**src/rtl/fetch_ctrl_pkg.sv**
```systemverilog
// Shared fetch-stage codes: next-PC select values, fetch FSM states and the buffered {pc, instr} entry.
package fetch_ctrl_pkg;

  localparam logic [1:0] PC_PLUS_4 = 2'd0;
  localparam logic [1:0] PC_JAL    = 2'd1;
  localparam logic [1:0] PC_JALR   = 2'd2;
  localparam logic [1:0] PC_BRANCH = 2'd3;

  typedef enum logic [1:0] {
    FETCH_REQ   = 2'd0,
    FETCH_WAIT  = 2'd1,
    FETCH_STALL = 2'd2,
    FETCH_DRAIN = 2'd3
  } fetch_state_e;

  typedef struct packed {
    logic [31:0] pc;
    logic [31:0] instr;
  } fetch_entry_t;

  function automatic logic is_redirect_sel(input logic [1:0] sel);
    return (sel == PC_JAL) || (sel == PC_JALR) || (sel == PC_BRANCH);
  endfunction

endpackage

```
**src/rtl/fetch_buf.sv**
```systemverilog
// Circular DEPTH-entry buffer of fetched {pc, instr} pairs; head is combinational, zero when empty.
// A pop frees its slot first, so push and pop together are accepted even when full.
module fetch_buf
  import fetch_ctrl_pkg::*;
#(
  parameter int DEPTH = 2
) (
  input  logic                   clk_i,
  input  logic                   rst_i,
  input  logic                   push_i,
  input  fetch_entry_t           push_dat_i,
  input  logic                   pop_i,
  input  logic                   flush_i,
  output logic                   full_o,
  output logic                   empty_o,
  output fetch_entry_t           head_o,
  output logic [$clog2(DEPTH):0] count_o
);

  localparam int AW = $clog2(DEPTH);

  fetch_entry_t  mem_q [DEPTH];
  logic [AW-1:0] wr_ptr_q, rd_ptr_q;
  logic [AW:0]   count_q, count_d;
  logic          do_push, do_pop;

  assign empty_o = (count_q == '0);
  assign full_o  = (count_q == (AW+1)'(DEPTH));
  assign do_pop  = pop_i && !empty_o;
  assign do_push = push_i && (!full_o || do_pop);
  assign head_o  = empty_o ? '0 : mem_q[rd_ptr_q];
  assign count_o = count_q;

  always_comb begin
    count_d = count_q;
    if (do_push && !do_pop) begin
      count_d = count_q + 1'b1;
    end else if (do_pop && !do_push) begin
      count_d = count_q - 1'b1;
    end
  end

  // Pointers wrap naturally because DEPTH is a power of two.
  always_ff @(posedge clk_i) begin
    if (rst_i || flush_i) begin
      wr_ptr_q <= '0;
      rd_ptr_q <= '0;
      count_q  <= '0;
    end else begin
      if (do_push) wr_ptr_q <= wr_ptr_q + 1'b1;
      if (do_pop)  rd_ptr_q <= rd_ptr_q + 1'b1;
      count_q <= count_d;
    end
  end

  always_ff @(posedge clk_i) begin
    if (do_push) mem_q[wr_ptr_q] <= push_dat_i;
  end

endmodule

```
**src/rtl/fetch_ctrl.sv**
```systemverilog
// IF-stage sequencer: issues one imem request at a time, buffers responses for decode and applies EX redirects.
// Responses push the same cycle they arrive; decode sees them the cycle after.
module fetch_ctrl
  import fetch_ctrl_pkg::*;
#(
  parameter int DEPTH = 2
) (
  input  logic        clock,
  input  logic        reset,
  input  logic [31:0] pc,
  output logic        pc_load,
  output logic [1:0]  pc_sel,
  input  logic        redirect_valid,
  input  logic [1:0]  redirect_sel,
  output logic        imem_req_valid,
  input  logic        imem_req_ready,
  output logic [31:0] imem_addr,
  input  logic        imem_resp_valid,
  input  logic [31:0] imem_resp_data,
  output logic        if_valid,
  output logic [31:0] if_pc,
  output logic [31:0] if_instr,
  input  logic        id_ready
);

  localparam int CW = $clog2(DEPTH) + 1;

  fetch_state_e  state_q, state_d;
  logic [31:0]   req_pc_q;
  logic          redir, req_fire, resp_push, buf_pop;
  logic          buf_full, buf_empty, full_after;
  logic [CW-1:0] buf_count;
  fetch_entry_t  buf_head, push_dat;

  assign redir          = redirect_valid && !reset;
  assign imem_req_valid = !reset && (state_q == FETCH_REQ) && !buf_full;
  assign imem_addr      = (!reset && (state_q == FETCH_REQ)) ? pc : '0;
  assign req_fire       = imem_req_valid && imem_req_ready;
  assign resp_push      = !reset && (state_q == FETCH_WAIT) && imem_resp_valid && !redir;
  assign buf_pop        = if_valid && id_ready && !redir;
  assign pc_load        = redir || resp_push;
  assign pc_sel         = redir ? redirect_sel : PC_PLUS_4;
  assign push_dat       = '{pc: req_pc_q, instr: imem_resp_data};

  // Occupancy after this cycle's push/pop decides between REQ and STALL.
  always_comb begin
    full_after = 1'b0;
    if (resp_push && !buf_pop) begin
      full_after = (buf_count == CW'(DEPTH - 1));
    end else if (resp_push == buf_pop) begin
      full_after = buf_full;
    end
  end

  always_comb begin
    state_d = state_q;
    case (state_q)
      FETCH_REQ: begin
        if (redir)          state_d = req_fire ? FETCH_DRAIN : FETCH_REQ;
        else if (buf_full)  state_d = FETCH_STALL;
        else if (req_fire)  state_d = FETCH_WAIT;
      end
      FETCH_WAIT: begin
        if (imem_resp_valid) state_d = (redir || !full_after) ? FETCH_REQ : FETCH_STALL;
        else if (redir)      state_d = FETCH_DRAIN;
      end
      FETCH_STALL: if (redir || buf_pop) state_d = FETCH_REQ;
      FETCH_DRAIN: if (imem_resp_valid)  state_d = FETCH_REQ;
      default:     state_d = FETCH_REQ;
    endcase
  end

  always_ff @(posedge clock) begin
    if (reset) begin
      state_q  <= FETCH_REQ;
      req_pc_q <= '0;
    end else begin
      state_q <= state_d;
      if (req_fire) req_pc_q <= pc;
    end
  end

  always_ff @(posedge clock) begin
    if (!reset) begin
      if (redirect_valid) assert (is_redirect_sel(redirect_sel));
      if ((state_q == FETCH_REQ) || (state_q == FETCH_STALL)) assert (!imem_resp_valid);
    end
  end

  fetch_buf #(.DEPTH(DEPTH)) u_buf (
    .clk_i      (clock),
    .rst_i      (reset),
    .push_i     (resp_push),
    .push_dat_i (push_dat),
    .pop_i      (buf_pop),
    .flush_i    (redir),
    .full_o     (buf_full),
    .empty_o    (buf_empty),
    .head_o     (buf_head),
    .count_o    (buf_count)
  );

  assign if_valid = !buf_empty;
  assign if_pc    = buf_head.pc;
  assign if_instr = buf_head.instr;

endmodule

```
**config.mk**
```make
export PLATFORM = sky130hd
export DESIGN_NAME = fetch_ctrl
export DESIGN_NICKNAME = d
export VERILOG_FILES = /design/src/rtl/fetch_ctrl_pkg.sv /design/src/rtl/fetch_buf.sv /design/src/rtl/fetch_ctrl.sv
export SDC_FILE = /design/constraint.sdc
export NUM_CORES = 1
export LEC_CHECK = 0
export ABC_AREA = 1
export CORE_UTILIZATION = 27
export CTS_BUF_LIST = sky130_fd_sc_hd__clkbuf_8
export DETAILED_ROUTE_END_ITERATION = 6
export PLACE_DENSITY = 0.6
export SLEW_MARGIN = 5
export SYNTH_ARGS = -nofsm -noshare
export SYNTH_HDL_FRONTEND = slang
export SYNTH_SLANG_ARGS = --single-unit
```
**constraint.sdc**
```tcl
create_clock -name clock -period 6 [get_ports clock]
set_input_delay 1.2 -clock clock [delete_from_list [all_inputs] [get_ports clock]]
set_output_delay 1.2 -clock clock [all_outputs]
set_load 0.01 [all_outputs]
```
Fig. 1: run 1, nets reached from selected ports
Scale: 2 px per um.
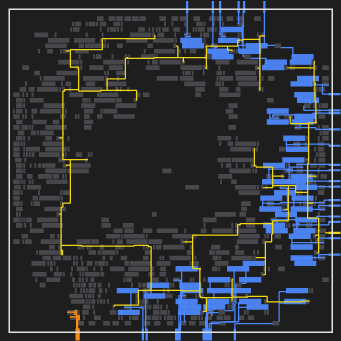
| port | color | bits | direction | edge | end cells | buffers | wire |
|---|---|---|---|---|---|---|---|
| if_valid | yellow | 1 | output | right | 1 | 1 | 933 um |
| pc_sel | orange | 2 | output | bottom | 2 | 2 | 25.2 um |
| imem_resp_data | blue | 32 | input | 15 right, 11 bottom, 6 top | 64 | 32 | 1110 um |

Fig. 2: run 1, a small window of the routed layout
Region (111, 111) to (131, 131) um. Cells in gray, sequential cells in the stronger gray; small squares are vias.
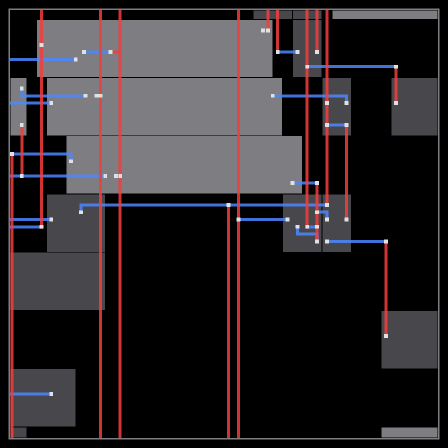
| layer | color |
|---|---|
| met1 | blue |
| met2 | red |
cells with their middle in the window: 11
sequential cells in the window: 3
most frequent: nor2_1 (3), edfxtp_1 (3), clkdlybuf4s50_1 (2)
netlist names of flops here include: u_buf.mem_q (3)

==> job_summary.md, run 1 <==
## PnR job results

| Metric | Value |
|---|---|
| Outcome | `completed` |
| Max stage delay on crit path | `0.62 ns` |
| Top pwr grp | `registers` |
| Worst EP arrival | `roughly 3 ns` |
| Class of the tightest hold or removal check | `reg2reg` |
| Floorplan row count | `approximately 57` |
| Clock Skew | `approximately 0.023 ns` |
| Most used standard cell by instance count after synthesis | `sky130_fd_sc_hd__nor2_1` |
| Post-Route Setup TNS | `0 ns` |
| Global-route total usage across every layer | `0.132` |
| Most common library cell in the layout ignoring fill and taps | `sky130_fd_sc_hd__nor2_1` |
| Logic depth of the worst path, buffers included | `6` |
| Master cell of the clock root buffer | `sky130_fd_sc_hd__clkbuf_8` |
| Routed length per placed instance | `between 10 and 15 um` |
| Chip Height | `~160 um` |
| Total nets after synthesis | `714` |
| Number of iterations in the first detailed-routing pass | `4` |
| Critical path, cell by cell | `buf_4 > inv_2 > buf_4 > nor2_1 > nor2_1 > clkdlybuf4s50_1` |
| Clock transition at the register clock pins on the worst setup and hold paths after CTS | `about 0.1 ns` |
| Init Core Util | `0.277` |
| Total number of H-tree levels | `4` |
| Overall die area | `25800 um^2` |
| CTS tree | `built` |
| Yosys warns | `0` |
| Least-Margin Pin Slew | `1.13 ns` |
| Largest delay contributor family on the critical path | `buffers and inverters` |
| Logic area | `roughly 1800 um^2` |
| Slew Limit Fails | `0` |
| Storage element area | `4630 um^2` |
| Wire length of the first global-routing pass | `approximately 26000 um` |
| Via density per instance | `approximately 4.2` |
| Fraction of final layout cells with drive strength greater than 1 | `0.108` |
| Worst R2R Path Depth | `8` |
| Cell area after synthesis | `6800 um^2` |
| Setup slack of the critical path after layout | `1.75 ns` |
| Width of the die | `roughly 160 um` |
| Final-report hold violation count | `0` |
| Cell Int Power | `around 0.0019 W` |
| Buffers from clock root to sink, at most | `2` |
| Share of the yosys chip area belonging to registers | `0.680` |
| Clock net sink count | `167` |
| Yosys stat cell total | `~640` |
| Area share of the largest cell type after synthesis | `0.565` |
| Leak pwr | `around 3.5 nW` |
| Top-level port count | `roughly 170` |
| Number of endpoints failing setup at the final stage | `0` |
| Kind of critical path | `reg2out` |
| Post-synthesis instance total | `between 600 and 700` |
| Number of design rule violations left after detail routing | `0` |
| List of most frequent post-synthesis cells | `sky130_fd_sc_hd__nor2_1, sky130_fd_sc_hd__edfxtp_1, sky130_fd_sc_hd__o21ai_0, sky130_fd_sc_hd__inv_1, sky130_fd_sc_hd__dfxtp_1` |
| Worst slack at placement | `1.70 ns` |
| Gates resized, CTS repair | `0` |
| Count of library flops with an enable pin | `~130` |
| Setup Buffers After CTS | `0` |
| Number of violations of the max-capacitance limit | `0` |
| Buffers & Inverters on Critical Path | `4` |
| RD Place Congestion | `just under 0.8` |
| Hold-fix buffers, CTS | `0` |
| Post-layout min period | `4.25 ns` |
| Number of nets in the layout | `between 800 and 900` |
| NetSw | `roughly 0.00077 W` |
| Kind of start point of the critical path | `flip-flop` |
| Total power per unit cell area | `just under 300 nW/um^2` |
| Final clock period utilization by the worst path | `0.708` |
| Switch share | `0.288` |
| Required time of the critical path | `approximately 4.8 ns` |
| Worst slack on hold paths | `~0.47 ns` |
| Top cells, area | `sky130_fd_sc_hd__edfxtp_1, sky130_fd_sc_hd__nor2_1, sky130_fd_sc_hd__dfxtp_1` |
| Async set-reset flop share out of synthesis | `0` |
| Relative slew slack | `0.245` |
| Post-Synthesis Mean Instance Area | `10.7 um^2` |
| Unrepaired setup endpoints after global routing | `false` |
| Power in sequential cells | `about 0.0013 W` |
| Port bufs | `between 150 and 200` |
| OpenROAD warning count | `28` |
| Diodes inserted | `0` |
Fig. 3: run 1, the clock network
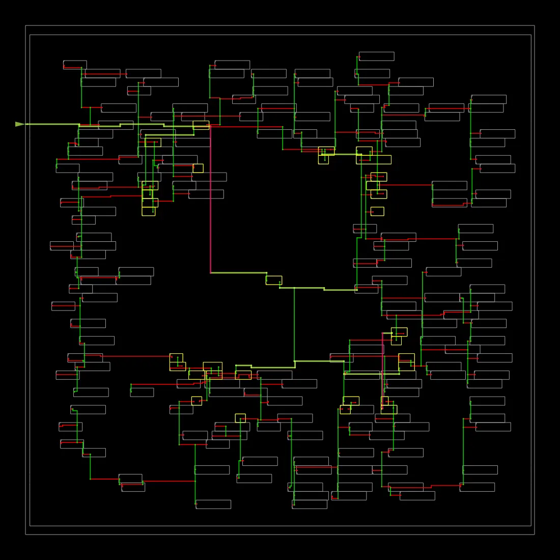
TritonCTS Buffers: 17
clk ins delay skew pair: 0.45 ns

Fig. 4: run 1, routed metal, one color a layer
Scale: 4 px per um. Two of the layers only.
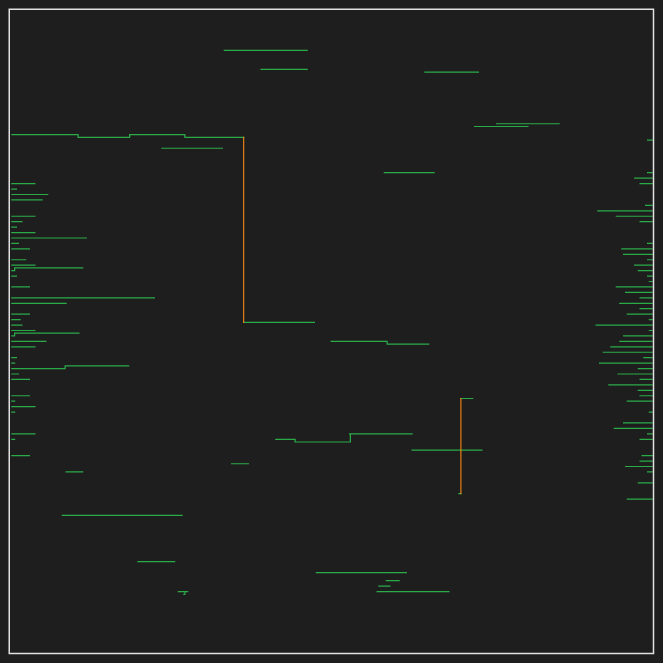
| layer | color | wire length |
|---|---|---|
| met4 | orange | 70.0 um |
| met3 | green | 862 um |

==> run 1: worst paths after layout <==
check | start | end | slack (ns)
worst max-delay path | flip-flop | if_pc[20] | 1.75
worst min-delay path | req_pc_q[9]$_SDFFE_PP0P_ | u_buf.mem_q[0][41]$_DFFE_PP_ | 0.47
worst max register to register | u_buf.count_o[0]$_SDFFE_PP0P_ | u_buf.mem_q[0][27]$_DFFE_PP_ | 2.31
worst min register to register | req_pc_q[9]$_SDFFE_PP0P_ | u_buf.mem_q[0][41]$_DFFE_PP_ | 0.47
==> run 1: metrics by stage <==
step	cell area, um^2	cells	util
floorplan	6800	637	-
global placement	8820	1105	0.360
detailed placement	8820	1105	0.360
CTS	9230	1137	0.376
global route	9230	1137	0.376
finish	9230	1137	0.376
==> run 1: kinds of logic after synthesis <==
family	Yosys count	share of synthesized area
AOI/OAI and AO/OA	106	0.0959
buffers and inverters	87	0.0552
xor gates and xnor gates	1	0.00129
DFF	167	0.680
adders and majority gates	5	0.00920
and+or+nand+nor	271	0.158
==> run 1: area by class of cell <==
| class | instances | area share |
|---|---|---|
| well taps | 324 | 0.0439 |
| clock inverters | 14 | 0.0172 |
| flip-flops and latches | 167 | 0.501 |
| clock buffers | 18 | 0.0268 |
| multi-input cells | 383 | 0.197 |
| repair buffers | 178 | 0.192 |
| inverters | 53 | 0.0218 |
==> run 1: state kept, by name, summed over array words and instances (netlist names), named ones only <==
register and count:
state_q 2, u_buf.mem_q 128, u_buf.wr_ptr_q 1, req_pc_q 32, u_buf.rd_ptr_q 1, u_buf.count_o 2
==> run 1: metal layers <==
layer / routed length [um] / track usage
met5: 0 / 0
met4: 70 / 0.0283
met3: 862 / 0.0377
met2: 8120 / 0.227
met1: 7440 / 0.164
## Run 2: what changed since run 1
clock period = 4.45 ns   (was 6 ns; I/O delays follow)
Fig. 5: run 2, signal wires on met2
Scale: 2 px per um. Cells faint in the background.
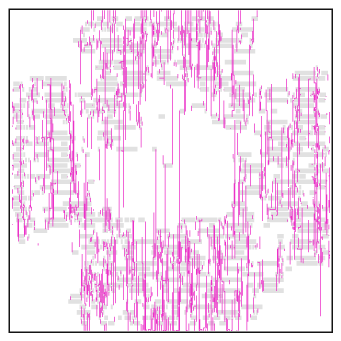
wire length on this layer: 7830 um
main direction: vertical
share of all routed wire: 49%
total number of vias: 4797
total detailed-routing wirelength: 16000 um

==> run 2 against run 1 <==
Compared with the run above: worst hold slack worse by 0.0055 ns; area after synthesis unchanged; non-clock buffer count increased by 5; clock skew fell by 0.0076 ns; combinational power grew 34%; count of clock-buffer cells in the layout rose by 1; global-route usage shrank 0.52 points; via count down 0.46%; critical endpoint is now if_pc[31]; largest power group unchanged.
==> job_summary.md, run 2 <==
## PnR job results

| Metric | Value |
|---|---|
| Number of synthesized register bits | `roughly 170` |
| Class of the tightest hold or removal check | `reg2reg` |
| Kind of critical path | `reg2out` |
| Power in sequential cells | `~0.0018 W` |
| Most frequent cells in the layout | `sky130_fd_sc_hd__nor2_1, sky130_fd_sc_hd__clkdlybuf4s50_1, sky130_fd_sc_hd__edfxtp_1, sky130_fd_sc_hd__o21ai_0, sky130_fd_sc_hd__inv_1` |
| Slew Limit Fails | `0` |
| Gate power share | `0.190` |
| Via count of the first global-routing pass | `~4600` |
| Async set-reset flop share out of synthesis | `0` |
| Clock-net power | `~0.0011 W` |
| Number of iterations in the first detailed-routing pass | `6` |
| Switch share | `0.274` |
| Outcome | `completed` |
| OpenROAD warning count | `28` |
| Worst flop-to-flop path endpoint | `u_buf.mem_q[1][58]$_DFFE_PP_` |
| Top cells, area | `sky130_fd_sc_hd__edfxtp_1, sky130_fd_sc_hd__nor2_1, sky130_fd_sc_hd__dfxtp_1` |
| Unrepaired setup endpoints after global routing | `false` |
| Worst EP arrival | `2.68 ns` |
| Top pwr grp | `registers` |
| Clock net sink count | `about 170` |
| Drt first-iter violations | `336` |
| Worst ir drop on vdd | `0.156 mV` |
| Upper clock frequency limit | `roughly 280 MHz` |
| Leak pwr | `3.48 nW` |
| Hold-fix buffers, CTS | `0` |
| Number of design rule violations left after detail routing | `0` |
| Wire length of the first global-routing pass | `~25000 um` |
| Post-Synthesis Mean Instance Area | `between 10 and 15 um^2` |
| Register ranked first by flip-flop count | `u_buf.mem_q` |
| Fraction of final layout cells with drive strength greater than 1 | `0.112` |
| Cell area after synthesis | `6800 um^2` |
| Via density per instance | `about 4.2` |
| Width of the die | `roughly 160 um` |
| Required time of the critical path | `between 3 and 4 ns` |
| Setup Buffers After CTS | `0` |
| Least-Margin Pin Slew | `a little under 0.8 ns` |
| Total nets after synthesis | `714` |
| Cell area after layout | `9270 um^2` |
| Kind of start point of the critical path | `flip-flop` |
| Relative slew slack | `0.477` |
| Cell Area, Placed | `roughly 8900 um^2` |
| Total overflow reported by the global router | `0` |
| Count of library flops with an enable pin | `~130` |
| Number of nets still failing antenna checks after routing | `0` |
| Max reg flops | `approximately 130` |
| Init Core Util | `0.277` |
| Worst R2R Path Depth | `8` |
| Reported combinational group power | `0.000683 W` |
| Pin count of the biggest net entering global routing | `roughly 65` |
| Unique cell type count in the Yosys netlist | `25` |
| Total power per unit cell area | `between 300 and 400 nW/um^2` |
| Worst slack on hold paths | `around 0.46 ns` |
| Global-route total usage across every layer | `0.127` |
| RD Place Congestion | `approximately 0.78` |
| Gates resized, CTS repair | `0` |
| Post-DP HPWL | `10200 um` |
| Floorplan row count | `roughly 57` |
| Most used standard cell by instance count after synthesis | `sky130_fd_sc_hd__nor2_1` |
| Part of the total power dissipated in the clock network | `0.308` |
| Master cell of the clock root buffer | `sky130_fd_sc_hd__clkbuf_8` |
| Routed length per placed instance | `14.0 um` |
| Number of nets in the layout | `~900` |
| R2r startpoint | `u_buf.count_o[0]$_SDFFE_PP0P_` |
| Clock Skew | `0.0149 ns` |
| Critical Path Sink | `if_pc[31]` |
| Area share of the largest cell type after synthesis | `0.565` |
| Launch point of the worst path | `u_buf.count_o[0]$_SDFFE_PP0P_` |
| Share of the yosys chip area belonging to registers | `0.680` |
| Worst min-delay path startpoint | `req_pc_q[8]$_SDFFE_PP0P_` |
| Yosys stat cell total | `roughly 640` |
| End of the worst hold path | `u_buf.mem_q[0][40]$_DFFE_PP_` |
| Port bufs | `172` |
| List of most frequent post-synthesis cells | `sky130_fd_sc_hd__nor2_1, sky130_fd_sc_hd__edfxtp_1, sky130_fd_sc_hd__o21ai_0, sky130_fd_sc_hd__inv_1, sky130_fd_sc_hd__dfxtp_1` |
| Post-synthesis instance total | `about 640` |
| TritonCTS Buffers | `17` |
| Final clock period utilization by the worst path | `0.802` |
| Crit-path max FO | `25` |
| Kind of capture point of the worst setup path | `output port` |
| Final-report hold violation count | `0` |
| Largest registers ranked by flip-flop count | `u_buf.mem_q (128), req_pc_q (32)` |
| Post-Route Setup TNS | `0 ns` |
| Yosys warns | `0` |
| Buffers from clock root to sink, at most | `2` |
| Diodes inserted | `0` |
| Most common library cell in the layout ignoring fill and taps | `sky130_fd_sc_hd__nor2_1` |
| Overall die area | `25800 um^2` |
| Dominant Register Cell | `sky130_fd_sc_hd__edfxtp_1` |
| Initial antenna violation count | `0` |
| Core box area | `24500 um^2` |
| Clk ins delay skew pair | `0.45 ns` |
| Setup slack on the worst flop-to-flop path | `~1.8 ns` |
| Clock transition at the register clock pins on the worst setup and hold paths after CTS | `about 0.090 ns` |
| NetSw | `~0.001 W` |
| Register share of total power | `0.501` |
| Yosys-reported design area after synthesis | `between 6000 and 7000 um^2` |
| Total number of H-tree levels | `4` |
| Chip Height | `161 um` |
| Worst hold path stage count | `0` |
| CTS tree | `built` |
| Number of violations of the max-capacitance limit | `0` |
| Dominant cell type by area after synthesis | `sky130_fd_sc_hd__edfxtp_1` |
| Area delta synth->final | `36.3%` |
| Top-level port count | `between 150 and 200` |
| Number of endpoints failing setup at the final stage | `0` |
| Post-layout min period | `about 3.6 ns` |
| Cell Int Power | `roughly 0.0026 W` |
[run 2: cell counts after synthesis]
No cell type changed its count.
[run 2: final cells by class]
| class | count | area [um^2] |
|---|---|---|
| flip-flops and latches | 167 | 4630 |
| multi-input cells | 383 | 1820 |
| fillers | 2414 | 15300 |
| inverters | 53 | 201 |
| repair buffers | 183 | 1810 |
| clock buffers | 19 | 262 |
| well taps | 324 | 405 |
| clock inverters | 13 | 145 |
[run 2: logic make-up after synthesis]
family / count (synthesis) / share of synthesized area
AND-OR/OR-AND: 106 / 0.0959
buffers and inverters: 87 / 0.0552
adder cells (fa/ha/maj): 5 / 0.00920
flip-flops: 167 / 0.680
AND/OR/NAND/NOR: 271 / 0.158
XOR/XNOR: 1 / 0.00129
[run 2: stage by stage]
step / total power [W] / worst slack (ns) / util / cells
final: 0.00359 / 0.883 / 0.378 / 1142
after global routing: 0.00377 / 0.666 / 0.378 / 1142
after CTS: 0.00364 / 0.802 / 0.378 / 1142
after detailed placement: 0.00253 / 1.12 / 0.361 / 1110
after global placement: 0.00252 / 1.18 / 0.361 / 1110
after floorplan: 0.00221 / 0.914 / - / 637
[run 2: worst max-delay path: stages (launching register included)]
cell and delay (ns):
sky130_fd_sc_hd__dfxtp_1 0.34, sky130_fd_sc_hd__inv_1 0.08, sky130_fd_sc_hd__ha_1 0.21, sky130_fd_sc_hd__inv_2 0.36, sky130_fd_sc_hd__buf_4 0.36, sky130_fd_sc_hd__o21ai_0 0.14
sky130_fd_sc_hd__nor2_1 0.15, sky130_fd_sc_hd__clkdlybuf4s50_1 0.59
[run 2: metal layers]
metal,wire length [um],GRT usage
met3,939,0.0382
met5,0,0
met1,7110,0.156
met2,7830,0.215
met4,76,0.0347
## Run 3: what changed since run 2
clock period = 3.4 ns   (was 4.45 ns; I/O delays follow)
Fig. 6: run 3, the clock network
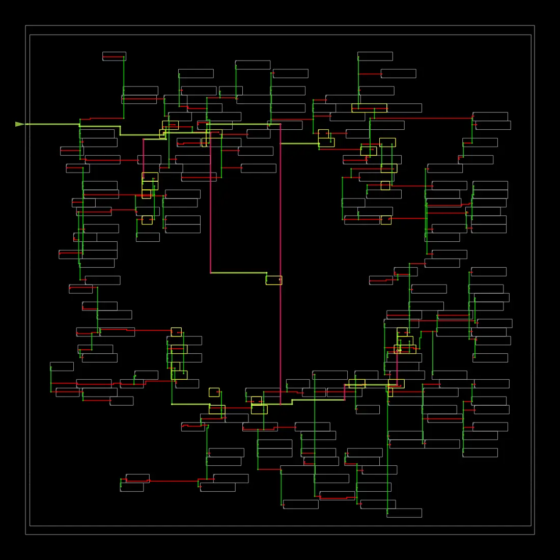
clock-net power: 0.00132 W
clock net sink count: 167
flip-flop and latch count: 167
final-layout clock buffer total: 17
Clock Skew: 0.0101 ns

==> run 3 against run 2 <==
Compared with the run above: largest cell class unchanged; sequential power grew 31%; design area grew 0.39%; via count is essentially flat; worst hold slack gained 0.0027 ns.
==> job_summary.md, run 3 <==
## PnR job results

| Metric | Value |
|---|---|
| Top logic cell family in the synthesized netlist | `simple AND/OR/NAND/NOR gates` |
| Fraction of final layout cells with drive strength greater than 1 | `0.113` |
| Met2 wire length | `7720 um` |
| Kind of critical path | `reg2out` |
| Met3 demand-to-capacity share in global routing | `0.0354` |
| Post-DP HPWL | `roughly 10000 um` |
| Init Core Util | `0.277` |
| Required time of the critical path | `between 2 and 3 ns` |
| Largest registers ranked by flip-flop count | `u_buf.mem_q (128), req_pc_q (32)` |
| Via count of the first global-routing pass | `4486` |
| Crit-path max FO | `around 43` |
| Relative slew slack | `0.474` |
| Post-synthesis instance total | `roughly 640` |
| Leak pwr | `~3.5 nW` |
| Most frequent cells in the layout | `sky130_fd_sc_hd__nor2_1, sky130_fd_sc_hd__clkdlybuf4s50_1, sky130_fd_sc_hd__edfxtp_1, sky130_fd_sc_hd__o21ai_0, sky130_fd_sc_hd__inv_1` |
| Part of the total power dissipated in the clock network | `0.288` |
| Via density per instance | `roughly 4.2` |
| Parity-gate share of the synthesized area counting xor and xnor cells | `0.00129` |
| Outcome | `completed` |
| Number of synthesized register bits | `167` |
| Core box area | `approximately 25000 um^2` |
| Cell Area, Placed | `8940 um^2` |
| Dominant cell type by area after synthesis | `sky130_fd_sc_hd__edfxtp_1` |
| Buffers & Inverters on Critical Path | `4` |
| Number of nets in the layout | `roughly 880` |
| Max reg flops | `roughly 130` |
| Slowest-stage cell, CP | `sky130_fd_sc_hd__clkdlybuf4s50_1` |
| Power in sequential cells | `0.00236 W` |
| Kind of start point of the critical path | `flip-flop` |
| Area fraction in and, or, nand and nor cells | `0.158` |
| Met1 demand-to-capacity share in global routing | `0.159` |
| Register share of total power | `0.513` |
| List of most frequent post-synthesis cells | `sky130_fd_sc_hd__nor2_1, sky130_fd_sc_hd__edfxtp_1, sky130_fd_sc_hd__o21ai_0, sky130_fd_sc_hd__inv_1, sky130_fd_sc_hd__dfxtp_1` |
| Total detailed-routing wirelength | `about 16000 um` |
| Most used routing layer in global routing | `met2` |
| Top pwr grp | `registers` |
| Met3 wirelength from detailed routing | `a little over 900 um` |
| Most common library cell in the layout ignoring fill and taps | `sky130_fd_sc_hd__nor2_1` |
| TritonCTS Buffers | `17` |
| Number of design rule violations left after detail routing | `0` |
| Met2 track demand over resource | `0.209` |
| Diodes inserted | `0` |
| Aoi share | `0.0959` |
| Overall die area | `25800 um^2` |
| Cell area after synthesis | `6800 um^2` |
| Hold-fix buffers, CTS | `0` |
| Unique cell type count in the Yosys netlist | `25` |
| Yosys warns | `0` |
| Number of nets still failing antenna checks after routing | `0` |
| Count of library flops with an enable pin | `about 130` |
| Routed length on met1 | `between 7000 and 8000 um` |
| Gate power share | `0.199` |
| Area delta synth->final | `36.8%` |
| CTS tree | `built` |
| Drt first-iter violations | `247` |
| Yosys stat cell total | `between 600 and 700` |
| Upper clock frequency limit | `323 MHz` |
| Number of iterations in the first detailed-routing pass | `4` |
| Dominant Register Cell | `sky130_fd_sc_hd__edfxtp_1` |
| Largest delay contributor family on the critical path | `buffers and inverters` |
| Critical path, cell by cell | `inv_1 > ha_1 > inv_2 > buf_4 > o21ai_0 > nor2_1 > clkdlybuf4s50_1` |
| Final clock period utilization by the worst path | `0.910` |
| Register ranked first by flip-flop count | `u_buf.mem_q` |
| Total nets after synthesis | `between 700 and 800` |
| Worst EP arrival | `roughly 2.4 ns` |
| Pin count of the biggest net entering global routing | `between 40 and 50` |
| Least-Margin Pin Slew | `~0.79 ns` |
| Post-layout min period | `around 3.1 ns` |
| Gates resized, CTS repair | `0` |
| Yosys-reported design area after synthesis | `~6800 um^2` |
| Max stage delay on crit path | `around 0.59 ns` |
| Total power per unit cell area | `just under 500 nW/um^2` |
| Cell Int Power | `between 0.003 and 0.004 W` |
| Cell area after layout | `between 9000 and 10000 um^2` |
| Slew Limit Fails | `0` |
| Final-report hold violation count | `0` |
| Routed length per placed instance | `approximately 14 um` |
| Kind of capture point of the worst setup path | `output port` |
| Wire length of the first global-routing pass | `approximately 25000 um` |
| Buffers from clock root to sink, at most | `2` |
| Number of endpoints failing setup at the final stage | `0` |
| Worst ir drop on vdd | `between 0.2 and 0.25 mV` |
| Share of cell area taken by muxes after synthesis | `0` |
| Chip Height | `between 150 and 200 um` |
| Port bufs | `approximately 170` |
| Total number of H-tree levels | `4` |
| Global-route total usage across every layer | `0.126` |
| RD Place Congestion | `0.762` |
| Number of violations of the max-capacitance limit | `0` |
| Master cell of the clock root buffer | `sky130_fd_sc_hd__clkbuf_8` |
| Async set-reset flop share out of synthesis | `0` |
| Total overflow reported by the global router | `0` |
| Worst slack on hold paths | `0.464 ns` |
| Share of the yosys chip area belonging to registers | `0.680` |
| Most used standard cell by instance count after synthesis | `sky130_fd_sc_hd__nor2_1` |
| Post-Route Setup TNS | `0 ns` |
| Total number of vias | `roughly 4800` |
| Floorplan row count | `57` |
| Core Util, Final | `0.379` |
| Top Metal Used | `met4` |
| Count of fill cells added during filler insertion | `2416` |
| Top-level port count | `roughly 170` |
| Class of the tightest hold or removal check | `reg2reg` |
| Top cells, area | `sky130_fd_sc_hd__edfxtp_1, sky130_fd_sc_hd__nor2_1, sky130_fd_sc_hd__dfxtp_1` |
| Unrepaired setup endpoints after global routing | `false` |
| Clk ins delay skew pair | `roughly 0.44 ns` |
| Setup Buffers After CTS | `0` |
| OpenROAD warning count | `28` |
| Initial antenna violation count | `0` |
| Width of the die | `161 um` |
| Area share of the largest cell type after synthesis | `0.565` |
| Post-Synth Adder-Cell Area | `0.00920` |
| Reported combinational group power | `~0.00091 W` |
-- run 3: cell count changes in the layout (fill, tap and decap cells not counted) --
cell	previous run	this run
sky130_fd_sc_hd__buf_12	1	6
sky130_fd_sc_hd__bufinv_16	2	1
sky130_fd_sc_hd__clkbuf_8	19	17
sky130_fd_sc_hd__buf_4	10	7
sky130_fd_sc_hd__inv_1	49	50
sky130_fd_sc_hd__clkinvlp_4	2	3
sky130_fd_sc_hd__clkinv_2	1	2
-- run 3: layout make-up --
type	count	area, um^2	share of cell area
flip-flops and latches	167	4630	0.497
repair buffers	185	1890	0.203
multi-input cells	383	1820	0.195
well taps	324	405	0.0436
clock buffers	17	234	0.0252
inverters	53	201	0.0217
clock inverters	15	131	0.0141
-- run 3: final timing paths --
kind	from	end	slack (ns)	cells past startpoint
min reg2reg	req_pc_q[9]$_SDFFE_PP0P_	u_buf.mem_q[1][41]$_DFFE_PP_	0.46	0
max reg2reg	u_buf.count_o[0]$_SDFFE_PP0P_	u_buf.mem_q[0][57]$_DFFE_PP_	0.66	9
max	u_buf.count_o[0]$_SDFFE_PP0P_	if_pc[19]	0.31	7
min	req_pc_q[9]$_SDFFE_PP0P_	u_buf.mem_q[1][41]$_DFFE_PP_	0.46	0
-- run 3: through the flow --
step | setup WS, ns | std cells | power, W
3_5_place_dp | 0.496 | 1112 | 0.00333
3_3_place_gp | 0.551 | 1112 | 0.00332
6_report | 0.307 | 1144 | 0.00459
5_1_grt | 0.0969 | 1144 | 0.00482
4_1_cts | 0.258 | 1144 | 0.00466
2_1_floorplan | 0.0741 | 637 | 0.00290
No activity file was given, so power comes from the tool's default toggle rates.
